[config.mk]
export PLATFORM = sky130hd
export DESIGN_NAME = mmio_io_ctrl
export DESIGN_NICKNAME = d
export VERILOG_FILES = /design/src/rtl/mmio_io_ctrl.sv
export SDC_FILE = /design/constraint.sdc
export NUM_CORES = 1
export LEC_CHECK = 0
export CORE_ASPECT_RATIO = 2
export CORE_MARGIN = 10
export CORE_UTILIZATION = 44
export CTS_CLUSTER_DIAMETER = 40
export DETAILED_ROUTE_END_ITERATION = 10
export GPL_TIMING_DRIVEN = 0
export MAX_ROUTING_LAYER = met4
export PLACE_DENSITY = 0.84
export SYNTH_ARGS = -nofsm -noshare
export SYNTH_HDL_FRONTEND = slang
export SYNTH_SLANG_ARGS = --single-unit
[constraint.sdc]
create_clock -name clk -period 3.1 [get_ports clk]
set_input_delay 0.31 -clock clk [delete_from_list [all_inputs] [get_ports clk]]
set_output_delay 0.31 -clock clk [all_outputs]
set_load 0.05 [all_outputs]
[src/rtl/mmio_io_ctrl.sv]
// Memory-mapped board I/O: HEX/LEDR/LEDG output registers, synchronised KEY/SW inputs and sticky KEY-press flags.
// Define IO_DEBOUNCE_EN to add a per-bit stable-count debounce filter on every KEY and SW bit.
module mmio_io_ctrl #(
    parameter int                 DBITS       = 32,
    parameter int                 NKEYS       = 4,
    parameter int                 NSW         = 10,
    parameter int                 NLEDR       = 10,
    parameter int                 NLEDG       = 8,
    parameter int                 HEXBITS     = 16,
    parameter logic [HEXBITS-1:0] HEXRESET    = 16'hDEAD,
    parameter int                 DEBOUNCE    = 500000,
    parameter logic [DBITS-1:0]   ADDRHEX     = 32'hF0000000,
    parameter logic [DBITS-1:0]   ADDRLEDR    = 32'hF0000004,
    parameter logic [DBITS-1:0]   ADDRLEDG    = 32'hF0000008,
    parameter logic [DBITS-1:0]   ADDRKEY     = 32'hF0000010,
    parameter logic [DBITS-1:0]   ADDRSW      = 32'hF0000014,
    parameter logic [DBITS-1:0]   ADDRKEYEDGE = 32'hF0000018
) (
    input  logic               clk,
    input  logic               reset_n,
    input  logic [DBITS-1:0]   addr,
    input  logic [DBITS-1:0]   wdata,
    input  logic               we,
    output logic               sel,
    output logic [DBITS-1:0]   rdata,
    input  logic [NKEYS-1:0]   KEY,
    input  logic [NSW-1:0]     SW,
    output logic [HEXBITS-1:0] hex_out,
    output logic [NLEDR-1:0]   ledr,
    output logic [NLEDG-1:0]   ledg
);
    localparam int NIN = NKEYS + NSW;

    // KEY occupies the low bits, inverted so 1 means pressed
    logic [NIN-1:0]   raw, sync1, sync2, stable, stable_nx;
    logic [NKEYS-1:0] edge_flag, key_rise, clr_mask;
    logic             wr_hex, wr_ledr, wr_ledg, wr_edge;

    assign raw = {SW, ~KEY};

    always_ff @(posedge clk or negedge reset_n) begin
        if (!reset_n) begin
            sync1  <= '0;
            sync2  <= '0;
            stable <= '0;
        end else begin
            sync1  <= raw;
            sync2  <= sync1;
            stable <= stable_nx;
        end
    end

`ifdef IO_DEBOUNCE_EN
    localparam int             CW   = $clog2(DEBOUNCE);
    localparam logic [CW-1:0]  CMAX = CW'(DEBOUNCE - 1);

    logic [CW-1:0] cnt [NIN];

    for (genvar i = 0; i < NIN; i++) begin : g_deb
        always_ff @(posedge clk or negedge reset_n) begin
            if (!reset_n)
                cnt[i] <= '0;
            else if (sync2[i] == stable[i] || cnt[i] == CMAX)
                cnt[i] <= '0;
            else
                cnt[i] <= cnt[i] + 1'b1;
        end
        // Adopt the synchronised value only after DEBOUNCE consecutive differing cycles
        assign stable_nx[i] = (sync2[i] != stable[i] && cnt[i] == CMAX) ? sync2[i] : stable[i];
    end : g_deb

    logic unused_in;
    assign unused_in = ^wdata;
`else
    assign stable_nx = sync2;

    logic unused_in;
    assign unused_in = ^{wdata, DEBOUNCE};
`endif

    assign wr_hex  = we && (addr == ADDRHEX);
    assign wr_ledr = we && (addr == ADDRLEDR);
    assign wr_ledg = we && (addr == ADDRLEDG);
    assign wr_edge = we && (addr == ADDRKEYEDGE);

    // Flag rises on the same edge the stable press appears; a simultaneous W1C loses
    assign key_rise = stable_nx[NKEYS-1:0] & ~stable[NKEYS-1:0];
    assign clr_mask = wr_edge ? wdata[NKEYS-1:0] : '0;

    always_ff @(posedge clk or negedge reset_n) begin
        if (!reset_n) begin
            hex_out   <= HEXRESET;
            ledr      <= '0;
            ledg      <= '0;
            edge_flag <= '0;
        end else begin
            if (wr_hex)  hex_out <= wdata[HEXBITS-1:0];
            if (wr_ledr) ledr    <= wdata[NLEDR-1:0];
            if (wr_ledg) ledg    <= wdata[NLEDG-1:0];
            edge_flag <= (edge_flag & ~clr_mask) | key_rise;
        end
    end

    always_comb begin
        sel   = 1'b1;
        rdata = '0;
        case (addr)
            ADDRHEX:     rdata[HEXBITS-1:0] = hex_out;
            ADDRLEDR:    rdata[NLEDR-1:0]   = ledr;
            ADDRLEDG:    rdata[NLEDG-1:0]   = ledg;
            ADDRKEY:     rdata[NKEYS-1:0]   = stable[NKEYS-1:0];
            ADDRSW:      rdata[NSW-1:0]     = stable[NIN-1:NKEYS];
            ADDRKEYEDGE: rdata[NKEYS-1:0]   = edge_flag;
            default: begin
                sel   = 1'b0;
                rdata = DBITS'(32'hDEADBEEF);
            end
        endcase
    end
endmodule

==> impl_metrics.toml <==
# implementation run metrics
[routing]
wl_microns = 9820
routed_via_density = 5.25
antenna_left = 0

[timing]
finalClockSkew_ns = 0.00583
tightest_slew_ns = 0.985

[setup_path]
start_kind = "input port"
r2r_start = "stable[3]"
cpMaxStageDelayCell = "or4_1"
r2r_setup_slack_ns = 2.14
r2r-end = "edge_flag[3]"
cp-startpoint = "addr[13]"
arrival_ns = 2.70

[synthesis]
netlist_area_sq_um = 3340
avgSynthCellArea_sq_um = 14.1
ys_area_sq_um = 3340
async_flop_share_pct = 100

[floorplan]
row_count = 44
io_pins = 148
die_h_microns = 143

[run]
warnings = 42

[grt]
grt_util_all_layers_pct = 17.2
grt_max_degree = 70
grt_pass1_vias = 2857

[power]
pwr-share-clk_pct = 44.7
power_frac_seq_pct = 47.4

[outcome]
status = "complete, no violations"
-- how the worst min path moves through the flow --
stage | start | slack [ns] | to
after detailed placement | reset_n | 0.17 | sync1[4]
after CTS | sync1[0] | 0.34 | stable_nx[0]
after global routing | sync1[0] | 0.35 | stable_nx[0]
after global placement | sync1[1] | 0.33 | stable_nx[1]
final | sync1[0] | 0.34 | stable_nx[0]
after floorplan | reset_n | 0.01 | edge_flag[0]
-- power groups by stage --
stage / Clock [mW] / Sequential [mW] / Combinational [mW]
floorplan: 0 / 1.10 / 0.0513
global placement: 0 / 1.10 / 0.169
detailed placement: 0 / 1.10 / 0.178
CTS: 1.05 / 1.08 / 0.183
global route: 1.10 / 1.08 / 0.196
finish: 1.02 / 1.08 / 0.182
-- state kept, by name (all words and copies together) (netlist names) --
signal and cells:
edge_flag 4, stable 14, stable_nx 14, ledr 10, hex_out 16, ledg 8, sync1 14
-- worst register-to-register path, cell delays in order (launching register included) --
cell and delay, ns:
dfrtp_1 0.38, nand2b_1 0.17, nor2b_1 0.14, a41oi_1 0.18
-- layout make-up --
cell class              count  area [sq um]  share of cell area (%)
plain buffers              21           151                    2.98
clock buffers              13           250                    4.93
clock inverters             3          42.5                   0.838
inverters                   7          26.3                   0.518
multi-input cells         132          1210                    23.8
flip-flops and latches     80          2020                    39.7
well taps                  92           115                    2.27
repair buffers            136          1270                    25.0
-- cells in the mapped netlist, types with 5 or more instances --
master    n  share of area [%]
a21o_1    5                1.1
buf_4    16                3.6
dfrtp_1  69                 52
dfstp_2  11                8.7
inv_1     7               0.79
mux2_2   34                 11
mux2i_1   9                2.7
nand2_1  11                1.2
nor2b_1   5               0.94
-- what timing repair did --
item,CTS,global route
pin swaps,3,4
setup endpoints to repair,28,23
hold endpoints to repair,8,0
setup buffers,5,3
gates resized,67,35
hold buffers,1,0
-- layer usage --
layer	part of all wire [%]	global-route usage, %	vias to the layer above
met5	0	-	-
met4	3.2	9.28	0
met3	7.4	4.84	22
met2	54	29.4	116
met1	35	17.0	1250
li1	-	-	1152
-- kinds of logic after synthesis --
| family | synth area share [%] |
|---|---|
| flip-flops | 60.4 |
| AND/OR/NAND/NOR | 11.4 |
| multiplexers | 14.5 |
| AND-OR/OR-AND | 8.40 |
| buffers and inverters | 5.25 |
| other | 0.112 |
-- through the flow --
step,TNS [ns],setup WS (ns)
floorplan,0,0.640
global placement,-70.24,-0.873
detailed placement,-12.37,-0.650
CTS,0,0.00230
global route,-0.000427,-0.000427
finish,0,0.0934
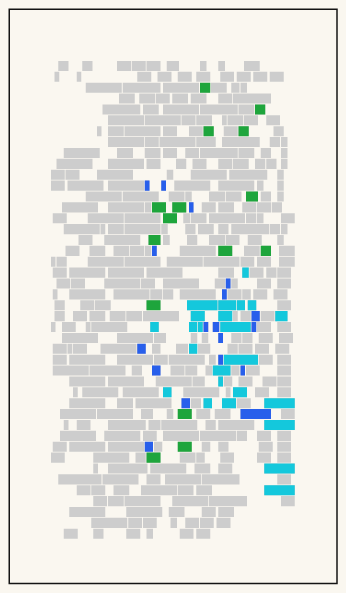
**Above:** logic cells by family.
Drawn at 4 px/micron.
Key: blue = NAND gates [cells 18]; cyan = NOR gates [cells 24]; green = AND-OR and OR-AND gates [cells 15]
fin cells: 484
Top cell excl fill/tap: clkdlybuf4s50_1
logic share of the area: 23.8%

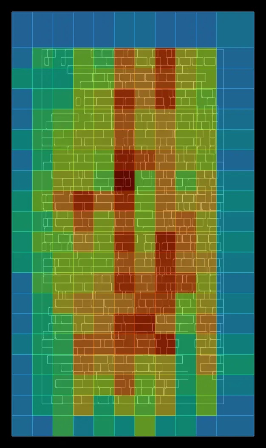
**Above:** routing congestion map.
fin util: 69.3%
M2 GR Usage: 29.4%
met1 Use GR: 17.0%

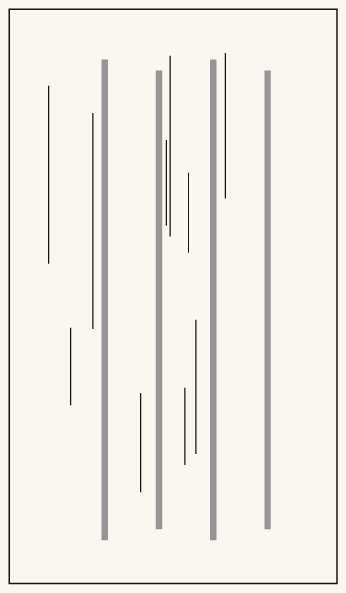
**Above:** signal wires on met4.
Drawn at 4 px/micron. Supply wires on this layer in gray.
The longest straight run is 53.7 microns. The wires run mostly vertical. The layer holds 3.2% of the routed length.

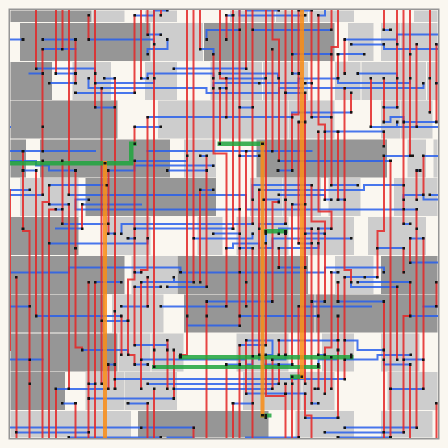
**Above:** a small window of the routed layout.
Window x 26 to 56, y 28 to 58 microns. Cells in gray, sequential cells in the stronger gray; small squares are vias.
Key: green = metal 3; red = metal 2; orange = metal 4; blue = metal 1
Most frequent: dfrtp_1 (13). Sequential cells in the window: 14. 55 logic cells have their middle in the window. Netlist names of flops here include stable (5), edge_flag (3), stable_nx (3).

Power and IR drop assume default switching activity.
